### config.mk
export PLATFORM = sky130hd
export DESIGN_NAME = sat_acc_stream
export DESIGN_NICKNAME = d
export VERILOG_FILES = /design/src/rtl/sat_acc_stream.sv
export SDC_FILE = /design/constraint.sdc
export NUM_CORES = 1
export LEC_CHECK = 0
export CAP_MARGIN = 20
export CORE_AREA = 2 2 46 48
export DETAILED_ROUTE_END_ITERATION = 7
export DIE_AREA = 0 0 48 50
export HOLD_SLACK_MARGIN = 0.05
export PLACE_DENSITY = 0.65
export SYNTH_ARGS = -nofsm -noshare
export SYNTH_HDL_FRONTEND = slang
export SYNTH_SLANG_ARGS = --single-unit
### constraint.sdc
create_clock -name clk -period 2.1 [get_ports clk]
set_input_delay 0.315 -clock clk [delete_from_list [all_inputs] [get_ports clk]]
set_output_delay 0.315 -clock clk [all_outputs]
set_load 0.005 [all_outputs]
### src/rtl/sat_acc_stream.sv
// sat_acc_stream: streaming symmetric-saturating packet accumulator; optional beat count via SAT_ACC_CNT_EN
module sat_acc_stream #(
  parameter int W     = 4,
  parameter int CNT_W = 10
) (
  input  logic             clk,
  input  logic             rst_n,
  input  logic             in_valid,
  output logic             in_ready,
  input  logic [W-1:0]     in_data,
  input  logic             in_last,
  output logic             out_valid,
  input  logic             out_ready,
  output logic [W-1:0]     out_data,
  output logic             out_sat
`ifdef SAT_ACC_CNT_EN
  ,
  output logic [CNT_W-1:0] out_cnt
`endif
);
  typedef enum logic {ACC, HOLD} state_t;
  localparam logic signed [W:0] MAX = {2'b00, {(W-1){1'b1}}};
  localparam logic signed [W:0] MIN = -MAX;
  state_t            state_q;
  logic   [W-1:0]    acc_q, acc_d, out_data_q;
  logic              sat_q, sat_d, out_sat_q, out_valid_q, in_ready_q;
  logic              in_min, fire;
  logic signed [W-1:0] x;
  logic signed [W:0]   sum;
`ifdef SAT_ACC_CNT_EN
  logic   [CNT_W-1:0] cnt_q, cnt_d, out_cnt_q;
  assign cnt_d   = &cnt_q ? cnt_q : cnt_q + CNT_W'(1);
  assign out_cnt = out_cnt_q;
`endif
  assign in_ready  = in_ready_q;
  assign out_valid = out_valid_q;
  assign out_data  = out_data_q;
  assign out_sat   = out_sat_q;
  assign fire      = in_valid && in_ready_q;
  // sanitise the operand, add in W+1 bits and clamp to the symmetric range
  always_comb begin
    in_min = in_data == {1'b1, {(W-1){1'b0}}};
    x      = in_min ? MIN[W-1:0] : in_data;
    sum    = {acc_q[W-1], acc_q} + {x[W-1], x};
    acc_d  = (sum > MAX) ? MAX[W-1:0] : (sum < MIN) ? MIN[W-1:0] : sum[W-1:0];
    sat_d  = sat_q | in_min | (sum > MAX) | (sum < MIN);
  end
  // accumulate beats in ACC, present and hold the packet result in HOLD
  always_ff @(posedge clk or negedge rst_n) begin
    if (!rst_n) begin
      state_q     <= ACC;
      acc_q       <= '0;
      sat_q       <= 1'b0;
      in_ready_q  <= 1'b0;
      out_valid_q <= 1'b0;
      out_data_q  <= '0;
      out_sat_q   <= 1'b0;
`ifdef SAT_ACC_CNT_EN
      cnt_q       <= '0;
      out_cnt_q   <= '0;
`endif
    end else if (state_q == ACC) begin
      in_ready_q <= !(fire && in_last);
      if (fire && in_last) begin
        out_data_q  <= acc_d;
        out_sat_q   <= sat_d;
        out_valid_q <= 1'b1;
        acc_q       <= '0;
        sat_q       <= 1'b0;
        state_q     <= HOLD;
`ifdef SAT_ACC_CNT_EN
        out_cnt_q   <= cnt_d;
        cnt_q       <= '0;
`endif
      end else if (fire) begin
        acc_q <= acc_d;
        sat_q <= sat_d;
`ifdef SAT_ACC_CNT_EN
        cnt_q <= cnt_d;
`endif
      end
    end else if (out_ready) begin
      out_valid_q <= 1'b0;
      in_ready_q  <= 1'b1;
      state_q     <= ACC;
    end
  end
endmodule

Fig. 1: met1 routing
Bar = 10 um. Cells faint in the background.
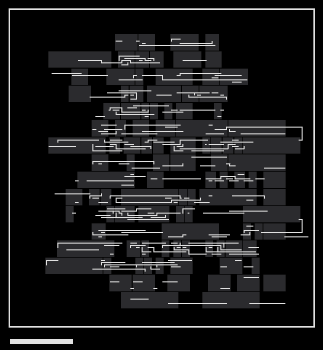
main direction = horizontal
wire length on this layer = 680 um
nets with wire on the layer = 107
longest straight run = 13.3 um
Vias: 616
Detailed Route WL: 1450 um

Fig. 2: met2 routing
Cells faint in the background.
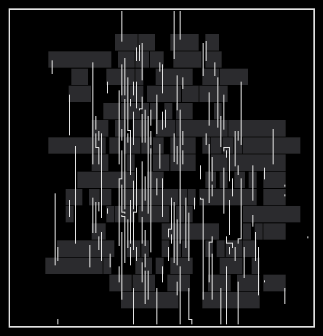
wire length on this layer = 696 um
nets with wire on the layer = 100
grt met2 use: 21.8%

Fig. 3: a small window of the routed layout
Window x 0 to 30, y 0 to 30 um. Cells in gray, sequential cells in the stronger gray; small squares are vias.
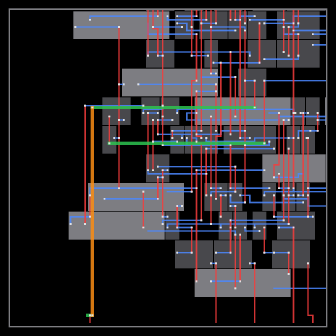
orange -> metal 4
blue -> metal 1
green -> metal 3
red -> metal 2
most frequent = nor2_1 (9), dfrtp_1 (7), clkdlybuf4s50_1 (4)
netlist names of flops here include = acc_q (2), out_data (2)
cells with their middle in the window = 42
sequential cells in the window = 7

per-stage QoR:
step / utilization [%] / total power, mW / TNS, ns / hold slack [ns] / area (um2)
floorplan: - / 0.874 / 0 / 0.0194 / 733
global placement: 51.8 / 1.20 / -2.05 / 0.458 / 985
detailed placement: 51.8 / 1.21 / -2.43 / 0.464 / 985
CTS: 53.6 / 1.40 / 0 / 0.425 / 1020
global route: 54.1 / 1.51 / 0 / 0.448 / 1030
finish: 54.1 / 1.38 / 0 / 0.411 / 1030
logic make-up after synthesis:
| logic type | Yosys count |
|---|---|
| XOR/XNOR | 2 |
| AND-OR/OR-AND | 14 |
| buffers and inverters | 6 |
| multiplexers | 1 |
| flip-flops | 13 |
| adder cells (fa/ha/maj) | 7 |
| AND/OR/NAND/NOR | 35 |
state kept, by name, summed over array words and instances (netlist names):
register   flops
acc_q          4
in_ready       1
out_data       4
out_sat        1
out_valid      1
sat_q          1
state_q        1
layer usage:
metal,GRT usage [%],share of wire (%),routed length [um]
met1,18.3,47,679
met2,21.8,48,695
met3,5.86,3.7,54
met4,5.41,1.3,19
met5,0,0,0
report_power, final:
part           switching, mW  internal [mW]  total (mW)
Sequential            0.0622          0.349       0.411
Clock                 0.0785         0.0736       0.152
Combinational          0.364          0.452       0.817
Total                  0.505          0.875        1.38
worst max-delay path, stage by stage:
cell	delay (ns)
clkdlybuf4s50_1	0.42
nand2b_1	0.16
ha_2	0.18
fa_2	0.51
inv_1	0.05
nand3_1	0.08
nand2_1	0.08
mux2i_2	0.22
a31oi_1	0.12
final timing paths:
check	slack [ns]	startpoint	end	cells past startpoint
worst min-delay path	0.41	rst_n	out_data[3]$_DFFE_PN0P_	1
worst min register to register	0.47	out_valid$_DFFE_PN0P_	out_valid$_DFFE_PN0P_	2
worst max-delay path	0.09	in_data[0]	out_data[0]$_DFFE_PN0P_	9
min in group clk	0.47	out_valid$_DFFE_PN0P_	out_valid$_DFFE_PN0P_	2
worst max register to register	0.22	acc_q[1]$_DFFE_PN0P_	acc_q[1]$_DFFE_PN0P_	7
max in group asynchronous	1.30	rst_n	acc_q[1]$_DFFE_PN0P_	1
cells in the final DEF (no fill, tap or decap), drive strengths merged:
| master | instances |
|---|---|
| dfrtp | 13 |
| a21o | 1 |
| xnor2 | 1 |
| buf | 10 |
| nand2 | 14 |
| a31o | 1 |
| ha | 4 |
| fa | 1 |
| clkbuf | 4 |
| nand2b | 2 |
| nor2 | 13 |
| o21ai | 4 |
| a211oi | 1 |
| a22o | 1 |
| xor2 | 1 |
| maj3 | 2 |
| nand3 | 2 |
| mux2i | 1 |
| nor2b | 1 |
| dlymetal6s2s | 2 |
| nor3b | 1 |
| inv | 4 |
| nand3b | 1 |
| a21oi | 4 |
| clkdlybuf4s50 | 13 |
| nor3 | 1 |
| a31oi | 2 |
layout make-up:
type	count	area [um2]	share of cell area, %
multi-input combinational	59	399	38.8
sequential	13	325	31.6
timing repair buffer	25	230	22.4
tap	27	33.8	3.28
clock buffer	4	26.3	2.55
inverter	4	15.0	1.46
what timing repair did:
item,in CTS,in global routing
gates cloned,0,0
resized,3,4
pin swaps,1,4
endpoints found under the setup margin,3,8
==> impl_metrics.toml <==
# yosys + openroad results
[global_routing]
first_global_vias = 572
grt_usage_pct = 14.5
grt_max_degree = 14
grt_pass1_wl_um = 2420
grt-ovfl-total = 0
antenna_found_initial = 0

[die]
fp_util_pct = 38.6
core-area_um2 = 1900
row_count = 16
die_width_um = 48
die_h_um = 50

[finish]
layout-drive-gt1-share_pct = 21.9
fillCellCount = 184

[sta]
hold_violations = 0
layout_min_cycle_time_ns = 2.01
final.setup_skew_ns = 0.00146
maxSlewHeadroom_pct = 60.4
fmax_mhz = 498
max_slew.worst_pin.slew_ns = 0.592
fin_crit_sh_pct = 95.5

[place]
hpwl_um = 1150
place_congestion = 0.793
placed_cells = 128
port_buffers = 15

[critical_path]
cp-start-kind = "input pin"
crit_fanout = 3
crit_arrival_ns = 2.15
cp_data_required_time_ns = 2.24

[detailed_routing]
drc = 0

[synthesis]
synthTopCellsByCount = "nand2_1, dfrtp_1, nor2_1"
avgSynthCellArea_um2 = 9.40
netlist_area_um2 = 733
ys_sh_adder_pct = 12.6
synthAoiAreaFrac_pct = 13.1
synth_flops = 13
synthesis.nets = 92
ys_cells = 78
syn_inst = 78
ys.flop_type = "dfrtp_1"
simple_gate_area_share_pct = 20.5
async_flop_share_pct = 100
synth_warnings = 0
edf_count = 0
ys_seq_share_pct = 44.4
topCombFamilyByArea = "simple AND/OR/NAND/NOR gates"
top_cell_area_share_pct = 44.4
synth.mux.area_fraction_pct = 1.37
top_cells_by_area = "dfrtp_1, nand2_1, ha_1, nor2_1, xor2_4"

[clock_tree]
cts_tree = "yes"
cts_root_buffer = "clkbuf_4"
cts_max_path_buffers = 2
clkLatencyLatePin_ns = 0.27
cts_buffers = 3
clk_pin_slew_ns = 0.08
cts.hold.buffers_added = 0

[run_status]
status = "finished clean"

[run]
warnings = 26

[pwr]
p_leak_nw = 0.481
ir_drop_uv = 683
Power figures rest on the tool's default switching activity, not on a simulated workload.
